==> src/rtl/led_ctrl_pkg.sv <==
// led_ctrl_pkg: shared types and constants for the multi-channel LED driver.
package led_ctrl_pkg;

    typedef enum logic [1:0] {
        MODE_OFF   = 2'd0,
        MODE_ON    = 2'd1,
        MODE_BLINK = 2'd2,
        MODE_PWM   = 2'd3
    } mode_t;

    localparam int DUTY_W = 8;

    // Channel-select width: $clog2 of the channel count, never below one bit.
    function automatic int ch_w(input int n);
        return (n > 1) ? $clog2(n) : 1;
    endfunction

endpackage

==> src/rtl/led_ctrl_channel.sv <==
// led_channel: one LED channel holding mode, period, duty, phase and the
// registered LED bit. Optional macro LED_BREATHE_EN adds a triangular duty
// ramp in PWM mode.
module led_channel
    import led_ctrl_pkg::*;
#(
    parameter int PER_W      = 10,
    parameter int RST_MODE   = 2,
    parameter int RST_PERIOD = 500
) (
    input  logic              clk,
    input  logic              nrst,
    input  logic              tick_i,
    input  logic [7:0]        pwm_cnt_i,
    input  logic              we_i,
    input  logic [1:0]        mode_i,
    input  logic [PER_W-1:0]  period_i,
    input  logic [DUTY_W-1:0] duty_i,
    output logic              led_o
);

    mode_t              mode_q,   mode_d;
    logic [PER_W-1:0]   period_q, period_d;
    logic [DUTY_W-1:0]  duty_q,   duty_d;
    logic [PER_W-1:0]   phase_q,  phase_d;
    logic               blink_q,  blink_d;
    logic               led_q,    led_d;
    logic [PER_W-1:0]   last_phase;
    logic [DUTY_W-1:0]  eff_duty;

    // A period of zero behaves as one: the last phase is then zero too.
    assign last_phase = (period_q == '0) ? '0 : period_q - 1'b1;

`ifdef LED_BREATHE_EN
    logic [DUTY_W-1:0]  ramp_q, ramp_d;
    logic               up_q,   up_d;

    // Triangular ramp 0..duty..0, one step per tick while in PWM mode.
    always_comb begin
        ramp_d = ramp_q;
        up_d   = up_q;
        if (we_i) begin
            ramp_d = '0;
            up_d   = 1'b1;
        end else if (tick_i && mode_q == MODE_PWM) begin
            if (duty_q == '0) begin
                ramp_d = '0;
                up_d   = 1'b1;
            end else if (up_q) begin
                if (ramp_q >= duty_q) begin
                    up_d   = 1'b0;
                    ramp_d = ramp_q - 1'b1;
                end else begin
                    ramp_d = ramp_q + 1'b1;
                end
            end else if (ramp_q == '0) begin
                up_d   = 1'b1;
                ramp_d = ramp_q + 1'b1;
            end else begin
                ramp_d = ramp_q - 1'b1;
            end
        end
    end

    // Ramp state register.
    always_ff @(posedge clk or negedge nrst) begin
        if (!nrst) begin
            ramp_q <= '0;
            up_q   <= 1'b1;
        end else begin
            ramp_q <= ramp_d;
            up_q   <= up_d;
        end
    end

    assign eff_duty = ramp_q;
`else
    assign eff_duty = duty_q;
`endif

    // Config load, blink phase advance and LED value for the next cycle.
    // The LED bit follows the blink toggle state one clk later, so a write
    // (which clears that state) always restarts BLINK from a dark LED.
    always_comb begin
        mode_d   = mode_q;
        period_d = period_q;
        duty_d   = duty_q;
        phase_d  = phase_q;
        blink_d  = blink_q;
        led_d    = 1'b0;
        case (mode_q)
            MODE_OFF:   led_d = 1'b0;
            MODE_ON:    led_d = 1'b1;
            MODE_BLINK: led_d = blink_q;
            MODE_PWM:   led_d = (pwm_cnt_i < eff_duty);
            default:    led_d = 1'b0;
        endcase
        if (we_i) begin
            mode_d   = mode_t'(mode_i);
            period_d = period_i;
            duty_d   = duty_i;
            phase_d  = '0;
            blink_d  = 1'b0;
        end else if (tick_i && mode_q == MODE_BLINK) begin
            if (phase_q == last_phase) begin
                phase_d = '0;
                blink_d = ~blink_q;
            end else begin
                phase_d = phase_q + 1'b1;
            end
        end
    end

    // Channel state registers.
    always_ff @(posedge clk or negedge nrst) begin
        if (!nrst) begin
            mode_q   <= mode_t'(RST_MODE);
            period_q <= PER_W'(RST_PERIOD);
            duty_q   <= '0;
            phase_q  <= '0;
            blink_q  <= 1'b0;
            led_q    <= 1'b0;
        end else begin
            mode_q   <= mode_d;
            period_q <= period_d;
            duty_q   <= duty_d;
            phase_q  <= phase_d;
            blink_q  <= blink_d;
            led_q    <= led_d;
        end
    end

    assign led_o = led_q;

endmodule

==> src/rtl/led_ctrl.sv <==
// led_ctrl: NCH-channel LED driver with shared tick prescaler and PWM counter.
// Optional macro LED_BREATHE_EN enables breathing PWM in every channel.
module led_ctrl
    import led_ctrl_pkg::*;
#(
    parameter int NCH        = 4,
    parameter int PRESC      = 50000,
    parameter int PER_W      = 10,
    parameter int RST_MODE   = 2,
    parameter int RST_PERIOD = 500
) (
    input  logic                  clk,
    input  logic                  nrst,
    input  logic                  cfg_we,
    input  logic [ch_w(NCH)-1:0]  cfg_ch,
    input  logic [1:0]            cfg_mode,
    input  logic [PER_W-1:0]      cfg_period,
    input  logic [DUTY_W-1:0]     cfg_duty,
    output logic                  tick_o,
    output logic [NCH-1:0]        led
);

    localparam int PR_W = $clog2(PRESC);

    logic [PR_W-1:0] presc_q, presc_d;
    logic            tick_q,  tick_d;
    logic [7:0]      pwm_q,   pwm_d;
    logic            ch_ok;

    // Prescaler wrap and free-running PWM count.
    always_comb begin
        tick_d  = (presc_q == PR_W'(PRESC - 1));
        presc_d = tick_d ? '0 : presc_q + 1'b1;
        pwm_d   = pwm_q + 8'd1;
    end

    // Shared timebase registers.
    always_ff @(posedge clk or negedge nrst) begin
        if (!nrst) begin
            presc_q <= '0;
            tick_q  <= 1'b0;
            pwm_q   <= '0;
        end else begin
            presc_q <= presc_d;
            tick_q  <= tick_d;
            pwm_q   <= pwm_d;
        end
    end

    assign tick_o = tick_q;
    assign ch_ok  = cfg_we && (int'(cfg_ch) < NCH);

    for (genvar i = 0; i < NCH; i++) begin : g_ch
        led_channel #(
            .PER_W      (PER_W),
            .RST_MODE   (RST_MODE),
            .RST_PERIOD (RST_PERIOD)
        ) u_ch (
            .clk       (clk),
            .nrst      (nrst),
            .tick_i    (tick_q),
            .pwm_cnt_i (pwm_q),
            .we_i      (ch_ok && (int'(cfg_ch) == i)),
            .mode_i    (cfg_mode),
            .period_i  (cfg_period),
            .duty_i    (cfg_duty),
            .led_o     (led[i])
        );
    end

endmodule
==> config.mk <==
export PLATFORM = sky130hd
export DESIGN_NAME = led_ctrl
export DESIGN_NICKNAME = d
export VERILOG_FILES = /design/src/rtl/led_ctrl_pkg.sv /design/src/rtl/led_ctrl_channel.sv /design/src/rtl/led_ctrl.sv
export SDC_FILE = /design/constraint.sdc
export NUM_CORES = 1
export LEC_CHECK = 0
export ABC_AREA = 1
export CAP_MARGIN = 20
export CORE_MARGIN = 3
export CORE_UTILIZATION = 43
export DETAILED_ROUTE_END_ITERATION = 10
export DONT_BUFFER_PORTS = 1
export PLACE_DENSITY = 0.68
export RECOVER_POWER = 25
export SKIP_LAST_GASP = 1
export SLEW_MARGIN = 20
export SYNTH_ARGS = -nofsm -noshare
export SYNTH_HDL_FRONTEND = slang
export SYNTH_SLANG_ARGS = --single-unit
==> constraint.sdc <==
create_clock -name clk -period 4.41 [get_ports clk]
set_input_delay 1.1025 -clock clk [delete_from_list [all_inputs] [get_ports clk]]
set_output_delay 1.1025 -clock clk [all_outputs]
set_load 0.005 [all_outputs]
m1.png
The bar under the picture is 50 µm long. Supply wires on this layer in grey.
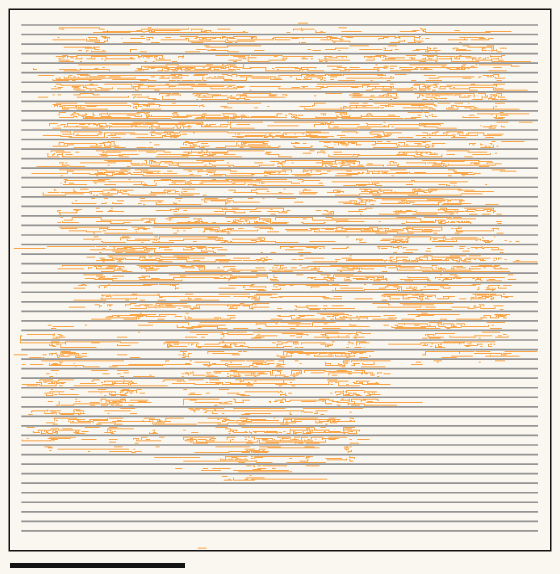
nets with wire on the layer: 1,247
longest straight run: 27.8 µm
share of all routed wire: 48%
wire length on this layer: 10,600 µm
Post-Route WL: 21.95 mm
DR vias: 7,988

m2.png
The bar under the picture is 50 µm long.
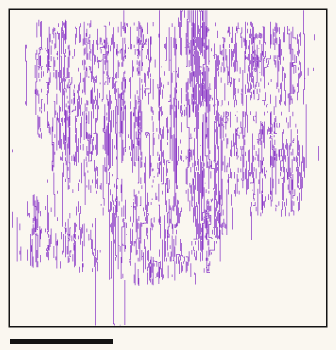
wire length on this layer: 9,860 µm
nets with wire on the layer: 1,015
main direction: vertical
longest straight run: 56.9 µm
share of all routed wire: 45%
met2 GRT Util: 29.27%

m3.png
Cells faint in the background.
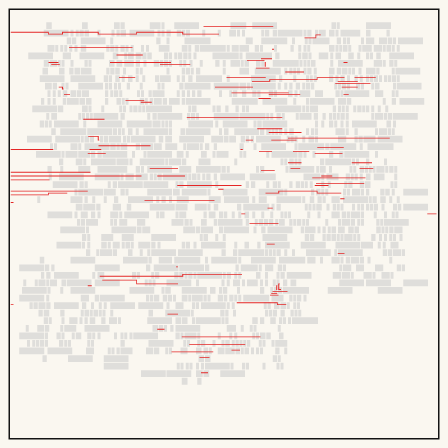
share of all routed wire: 4.8%
nets with wire on the layer: 69
met3 GRT Util: 4.025%

==> report_power, final <==
part | leakage [nW] | switching [mW] | internal [mW]
clock network | 0.271 | 0.625 | 0.798
logic | 2.83 | 0.582 | 0.319
registers | 1.90 | 0.140 | 1.61
total | 5.00 | 1.35 | 2.72
==> cells in the mapped netlist (5+ instances only) <==
| library cell | n | area (µm²) |
|---|---|---|
| xnor2_1 | 5 | 43.79 |
| ha_1 | 38 | 475.5 |
| a21oi_1 | 19 | 95.09 |
| nand4_1 | 34 | 212.7 |
| nand3_1 | 120 | 600.6 |
| o21ai_0 | 98 | 490.5 |
| nand2_1 | 379 | 1423 |
| buf_2 | 5 | 25.02 |
| dfrtp_1 | 125 | 3128 |
| xor2_1 | 27 | 236.5 |
| inv_2 | 6 | 22.52 |
| nor2_2 | 8 | 50.05 |
| inv_1 | 167 | 626.9 |
| nor2_4 | 5 | 56.30 |
| o211ai_1 | 13 | 97.59 |
| dfstp_2 | 28 | 735.7 |
| nor2_1 | 83 | 311.6 |
| nor3_1 | 14 | 70.07 |
| nand3_2 | 5 | 50.05 |
| clkbuf_1 | 14 | 52.55 |
| o22ai_1 | 14 | 87.58 |
| o21ai_2 | 7 | 61.31 |
| nand2_4 | 5 | 56.30 |
==> per-stage QoR <==
stage                     utilization (%)  cell area, µm²  hold slack [ns]  cells  total power, mW
after floorplan                         -            9402           0.4329   1263            2.470
after global placement              45.38            9630           0.4555   1514            2.632
after detailed placement            45.38            9630           0.4614   1514            2.656
after CTS                           48.04           10190           0.3522   1546            4.088
after global routing                48.04           10190           0.3487   1546            4.333
final                               48.04           10190           0.3659   1546            4.071
==> ci_impl_report.md <==
### Metrics collected by this job

| Metric | Value |
|---|---|
| Largest delay contributor family on the critical path | buffers and inverters |
| Slew Viols, Final | 0 |
| Die y size | 153.9 µm |
| Unique cell types | 43 |
| Max incr delay on CP | 0.57 ns |
| Commonest cells after routing, fill and taps aside | nand2_1, inv_1, dfrtp_1, nand3_1, o21ai_0 |
| Row count | 53 |
| Worst-Margin Slew | 0.6395 ns |
| DR DRC count | 0 |
| DR iter-0 viols | 642 |
| Depth of the CTS H-tree | 4 |
| Total CTS buffers | 17 |
| Nets | 1,321 |
| Post-CTS setup buffer count | 0 |
| Port buffer count | 0 |
| Flop area | 3864 µm² |
| Hold Buf Count CTS | 0 |
| Initial antenna violation count | 0 |
| Gr busiest metal | met2 |
| Clock Sinks | 153 |
| WL met3 | 1.053 mm |
| DR WL/cell | 14.20 µm |
| IO Count | 30 |
| FP Util | 44.30% |
| HPWL after DPL | 15.69 mm |
| Die area | 23,670 µm² |
| RR Startpoint | g_ch[0].u_ch.period_q[0]$_DFFE_PN0P_ |
| Seq share, synth | 41.10% |
| Crit path kind | in -> reg |
| Crit. End Element | flip-flop |
| Status | finished clean |
| Synthesis-to-finish area growth | 8.424% |
| FF-to-FF End | g_ch[0].u_ch.blink_q$_DFFE_PN0P_ |
| Ao+oa area frac | 9.715% |
| Synth Area in XOR/XNOR | 2.981% |
| Worst Setup EP | g_ch[0].u_ch.phase_q[0]$_DFFE_PN0P_ |
| Yosys chip area | 9402 µm² |
| PnR worst setup slack | 1.821 ns |
| Met1 Routed Length | 10.61 mm |
| Hold Fails Final Rpt | 0 |
| Crit path DRT | 4.73 ns |
| Clk ins delay skew pair | 0.43 ns |
| Largest net degree at the start of global routing | 154 |
| Synth Area in Adders | 5.057% |
| Yosys warns | 0 |
| Setup TNS | 0 ns |
| Total leakage power | 4.999 nW |
| First-pass GRT wire length | 37.38 mm |
| Nonclk buf count | 4 |
| Max-Cap Viols | 0 |
| Most frequent CP cell | nand2_1 |
| Final critical-path share of the clock period | 58.72% |
| Main flop type | dfrtp_1 |
| Post-synthesis simple-gate area fraction | 32.42% |
| Crit path buffers/inverters | 4 |
| Total global routing overflow | 0 |
| Syn Area/Cell | 7.444 µm² |
| Clock Path Buffers | 2 |
| Buffering overhead | 0.2946% |
| Worst path slowest cell | nand2_1 |
| Tap cells | 275 |
| Comb area leader | simple AND/OR/NAND/NOR gates |
| Crit Path Max Fanout | 38 |
| Met1 Use GR | 27.70% |
| Ys flops | 153 |
| Clk slew on worst S/H paths | 0.07 ns |
| Worst Clk Skew | 0.01005 ns |
Power figures rest on the tool's default switching activity, not on a simulated workload.
